Fig. 1: cells by drive strength
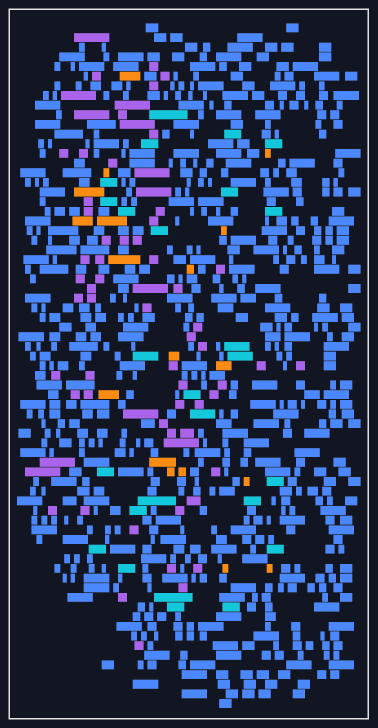
Fig. 2: clock network drawn from the DEF
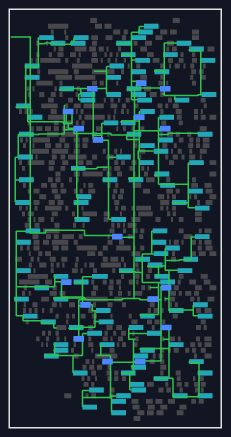
Fig. 3: the metal 3 layer
Cells faint in the background.
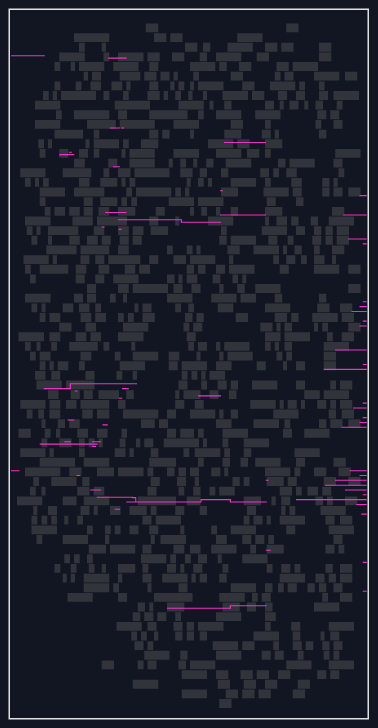
Fig. 4: track usage over the die
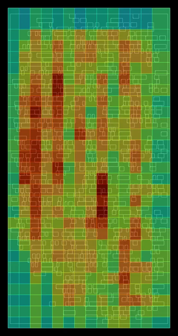
File: src/rtl/gmii_rx_pkg.sv
// Shared types and constants for the GMII receive frame checker.
package gmii_rx_pkg;

    typedef enum logic [1:0] {
        IDLE,
        PREAMBLE,
        DATA,
        DROP
    } state_t;

    localparam logic [7:0]  PREAMBLE_BYTE = 8'h55;
    localparam logic [7:0]  SFD_BYTE      = 8'hD5;
    localparam logic [31:0] CRC_POLY      = 32'h04C11DB7;
    localparam logic [31:0] CRC_INIT      = 32'hFFFFFFFF;
    localparam logic [31:0] CRC_RESIDUE   = 32'hDEBB20E3;

    function automatic logic [31:0] reflect32(input logic [31:0] v);
        logic [31:0] r;
        for (int i = 0; i < 32; i++) begin
            r[i] = v[31-i];
        end
        return r;
    endfunction

endpackage

File: src/rtl/crc32_d8.sv
// Byte-wide reflected CRC-32 next state, data consumed LSB first.
module crc32_d8
    import gmii_rx_pkg::*;
(
    input  logic [31:0] crc_in,
    input  logic [7:0]  d,
    output logic [31:0] crc_out
);

    localparam logic [31:0] POLY_REF = reflect32(CRC_POLY);

    logic [31:0] c;
    logic        fb;

    always_comb begin
        c  = crc_in;
        fb = 1'b0;
        for (int i = 0; i < 8; i++) begin
            fb = c[0] ^ d[i];
            c  = {1'b0, c[31:1]};
            if (fb) begin
                c = c ^ POLY_REF;
            end
        end
        crc_out = c;
    end

endmodule

File: src/rtl/gmii_rx_frame.sv
// GMII receive framer: strips preamble/SFD, checks FCS and length,
// streams frame bytes one cycle late so the last byte carries the verdict.
module gmii_rx_frame
    import gmii_rx_pkg::*;
#(
    parameter int MIN_LEN = 64,
    parameter int MAX_LEN = 1518
) (
    input  logic        clock,
    input  logic        reset_n,
    input  logic        rx_dv,
    input  logic        rx_er,
    input  logic [7:0]  rx_data,
    output logic        out_valid,
    output logic [7:0]  out_data,
    output logic        out_sof,
    output logic        out_eof,
    output logic        out_good,
    output logic [11:0] out_len,
    output logic [15:0] frames_ok,
    output logic [15:0] frames_bad
);

    localparam logic [11:0] MIN_L = 12'(MIN_LEN);
    localparam logic [11:0] MAX_L = 12'(MAX_LEN);

    state_t      state;
    logic [2:0]  pre_cnt;
    logic [7:0]  hold;
    logic [11:0] len;
    logic [31:0] crc;
    logic [31:0] crc_next;
    logic        err;
    logic        last;
    logic        good_now;

    crc32_d8 u_crc (
        .crc_in  (crc),
        .d       (rx_data),
        .crc_out (crc_next)
    );

    // A frame ends on rx_dv falling or when one byte too many arrives.
    assign last     = !rx_dv || (len == MAX_L);
    assign good_now = !rx_dv && (crc == CRC_RESIDUE) && !err
                      && (len >= MIN_L) && (len <= MAX_L);

    always_ff @(posedge clock) begin
        if (!reset_n) begin
            state      <= DROP;
            pre_cnt    <= '0;
            hold       <= '0;
            len        <= '0;
            crc        <= CRC_INIT;
            err        <= 1'b0;
            out_valid  <= 1'b0;
            out_data   <= '0;
            out_sof    <= 1'b0;
            out_eof    <= 1'b0;
            out_good   <= 1'b0;
            out_len    <= '0;
            frames_ok  <= '0;
            frames_bad <= '0;
        end else begin
            out_valid <= 1'b0;
            out_data  <= '0;
            out_sof   <= 1'b0;
            out_eof   <= 1'b0;
            out_good  <= 1'b0;
            out_len   <= '0;
            unique case (state)
                IDLE: begin
                    if (rx_dv) begin
                        if (rx_data == PREAMBLE_BYTE) begin
                            state   <= PREAMBLE;
                            pre_cnt <= 3'd1;
                        end else begin
                            state <= DROP;
                        end
                    end
                end
                PREAMBLE: begin
                    if (!rx_dv) begin
                        state <= IDLE;
                    end else if (rx_data == SFD_BYTE) begin
                        state <= DATA;
                        crc   <= CRC_INIT;
                        len   <= '0;
                        err   <= 1'b0;
                    end else if (rx_data == PREAMBLE_BYTE && pre_cnt != 3'd7) begin
                        pre_cnt <= pre_cnt + 3'd1;
                    end else begin
                        state <= DROP;
                    end
                end
                DATA: begin
                    if (len != 12'd0) begin
                        out_valid <= 1'b1;
                        out_data  <= hold;
                        out_sof   <= (len == 12'd1);
                    end
                    if (last) begin
                        state <= rx_dv ? DROP : IDLE;
                        if (len == 12'd0) begin
                            frames_bad <= frames_bad + 16'd1;
                        end else begin
                            out_eof  <= 1'b1;
                            out_good <= good_now;
                            out_len  <= len;
                            if (good_now) begin
                                frames_ok <= frames_ok + 16'd1;
                            end else begin
                                frames_bad <= frames_bad + 16'd1;
                            end
                        end
                    end else begin
                        hold <= rx_data;
                        crc  <= crc_next;
                        len  <= len + 12'd1;
                        err  <= err | rx_er;
                    end
                end
                DROP: begin
                    if (!rx_dv) begin
                        state <= IDLE;
                    end
                end
                default: state <= DROP;
            endcase
        end
    end

endmodule

File: config.mk
export PLATFORM = sky130hd
export DESIGN_NAME = gmii_rx_frame
export DESIGN_NICKNAME = d
export VERILOG_FILES = /design/src/rtl/gmii_rx_pkg.sv /design/src/rtl/crc32_d8.sv /design/src/rtl/gmii_rx_frame.sv
export SDC_FILE = /design/constraint.sdc
export NUM_CORES = 1
export LEC_CHECK = 0
export CELL_PAD_IN_SITES_DETAIL_PLACEMENT = 1
export CELL_PAD_IN_SITES_GLOBAL_PLACEMENT = 2
export CORE_ASPECT_RATIO = 2
export CORE_UTILIZATION = 30
export CTS_BUF_LIST = sky130_fd_sc_hd__clkbuf_8
export DETAILED_ROUTE_END_ITERATION = 12
export PLACE_DENSITY_LB_ADDON = 0.1
export SKIP_CTS_REPAIR_TIMING = 1
export SLEW_MARGIN = 0
export SYNTH_ARGS = -nofsm -noshare
export SYNTH_HDL_FRONTEND = slang
export SYNTH_HIERARCHICAL = 1
export SYNTH_SLANG_ARGS = --single-unit
File: constraint.sdc
create_clock -name clock -period 2.9 [get_ports clock]
set_clock_uncertainty 0.1 [all_clocks]
set_input_delay 0.58 -clock clock [delete_from_list [all_inputs] [get_ports clock]]
set_output_delay 0.58 -clock clock [all_outputs]
set_load 0.05 [all_outputs]
==> flow_summary.json <==
{
  "status": "completed",
  "drv_cap": 0,
  "dieArea_um2": 20100,
  "power_density_nw_per_um2": 482,
  "ys_sh_xor": 0.170,
  "reg2reg_slack_ns": 0.10,
  "grt_overflow_total": 0,
  "critPathCapture": "frames_ok[6]",
  "nFillCells": 2207,
  "drc": 0,
  "r2r-end": "frames_ok[6]",
  "finalSetupViolations": 0,
  "num_tap_cells": 255,
  "syn_inst": 633,
  "clock_latency_ns": 0.44,
  "avgSynthCellArea_um2": 9.25,
  "rows": 71,
  "simple_gate_share": 0.245,
  "leakagePower_nw": 2.84,
  "cp.required_ns": 3.17,
  "crit_chain": "or4_4 > or4_4 > a2111o_1 > buf_12 > or4_1 > a21oi_1",
  "flops": 114,
  "drt-pass1-iter-count": 4,
  "vias_per_cell": 5.14,
  "report.final.slew_viol_count": 0,
  "regArea_um2": 2280,
  "maxPowerGroup": "registers",
  "yosys_cells": 633,
  "io_pins": 68,
  "critPathCaptureType": "flop",
  "die_w_um": 101,
  "seq_share": 0.302,
  "path_common_cell": "or4_4",
  "switching_power_w": 0.000931,
  "seq_power_share": 0.436,
  "synth.distinct_cells": 52,
  "wirelength_met1_mm": 6.51,
  "clkTransAtPathRegs_ns": 0.06,
  "htree_levels": 4,
  "grt_usage": 0.197,
  "ir_drop_mv": 0.263,
  "fmax_ghz": 0.358,
  "drive_above_1_share": 0.151,
  "rr_worst_depth": 6,
  "pre_cts_ws_ns": -0.271,
  "fp.coreArea_um2": 18900,
  "warnings": 28,
  "drt_iter0_markers": 80,
  "largest_reg_flops": 32,
  "worstHoldPathCells": 2,
  "yosysMostFrequentCell": "dfxtp_1",
  "ys_seq_frac": 0.390,
  "p_sw_frac": 0.255,
  "wl_met2_mm": 10.9,
  "pg_seq_w": 0.00159,
  "regMostFlops": "crc",
  "top_area_frac": 0.390,
  "rsz0062_at_grt": "false",
  "holdWs_ns": 0.349,
  "cts_made_buffers": 17,
  "layout.cells.non_filler": 999,
  "cp-start-kind": "flop",
  "synth-edff-count": 0,
  "comb_area_um2": 3390,
  "yosysChipArea_um2": 5850,
  "syn_nets": 652,
  "path_depth": 6,
  "port_buffers": 67,
  "syn_area_um2": 5850,
  "ys.flop_type": "dfxtp_1",
  "crit_path_max_incr_delay_ns": 0.56,
  "reg_top3": "crc: 32 flops, frames_bad: 16 flops, frames_ok: 16 flops",
  "nMultiInputCombCells": 467,
  "place_hpwl_mm": 13.7,
  "placedCellCount": 966,
  "hold_start": "hold[1]",
  "largestClassByArea": "logic gates",
  "nonClkBufAreaFrac": 0.151,
  "crit_fanout": 26,
  "cts_sinks": 114,
  "mostFrequentLayoutCells": "dfxtp_1, clkdlybuf4s50_1, buf_4, a21oi_1, nor2_1",
  "cts_tree": "yes",
  "yosysTopAreaCell": "dfxtp_1",
  "nets": 750,
  "cpMaxStageDelayCell": "or4_4",
  "fp_util": 0.309,
  "yosys_warnings": 6,
  "synth_flops": 114,
  "hold_path_end": "hold[1]",
  "wl_per_cell_um": 18.4,
  "common_cells": "dfxtp_1, a21oi_1, nor2_1, clkbuf_1, o21ai_0",
  "setup_tns_ns": 0,
  "internal-power_w": 0.00272,
  "finalCritPeriodShare": 0.965,
  "slew_headroom": 0.220,
  "power_w": 0.00365,
  "clock_buffers": 19,
  "tightest_slew_ns": 1.17,
  "crit_type": "reg -> reg",
  "ys_sh_adder": 0.0150,
  "clkCellAreaFrac": 0.0534,
  "combPwrFrac": 0.140,
  "critical_path.top_delay_family": "simple AND/OR/NAND/NOR gates",
  "grt_pass1_vias": 5506,
  "post_dp_cell_area_um2": 7140,
  "antenna_found_initial": 0,
  "mux_share": 0.00855,
  "yosys-top-cells-area": "dfxtp_1, xnor2_1, or4_1",
  "postSynth.asyncResetShare": 0,
  "n_all_inverters": 8,
  "globalplace.congestion": 0.882
}
Back to the opening pictures, Fig. 1:
legend:
  cyan:
    size: _6 and larger
    cells: 26
  purple:
    size: _3 and _4 cells
    cells: 68
  blue:
    size: _0 and _1 cells
    cells: 632
  orange:
    size: _2 cells
    cells: 18
Syn-to-layout area delta: 29.4%
post-layout instance area: 7570 um2
Worst Setup Slack, final: 0.103 ns
Repair and plain buffers: 123

Back to the opening pictures, Fig. 2:
legend:
  green:
    item: clock wires
    length: 1810 um
  cyan:
    item: flip-flops
    count: 114
  blue:
    item: clock drivers
    count: 17
routed clock nets: 18
flops lie: spread over the die
clk pwr: 0.00155 W
power share of the clock group: 0.424

Back to the opening pictures, Fig. 3:
main direction: horizontal
wire length on this layer: 347 um
longest straight run: 20.9 um
grt met3 use: 0.0339
DR vias: 5134

Back to the opening pictures, Fig. 4:
fin util: 0.400
met1 Track Usage GR: 0.183
grt met2 use: 0.395
Most Used Layer, Global Route: met2

Power is estimated from default activity; no workload was simulated.
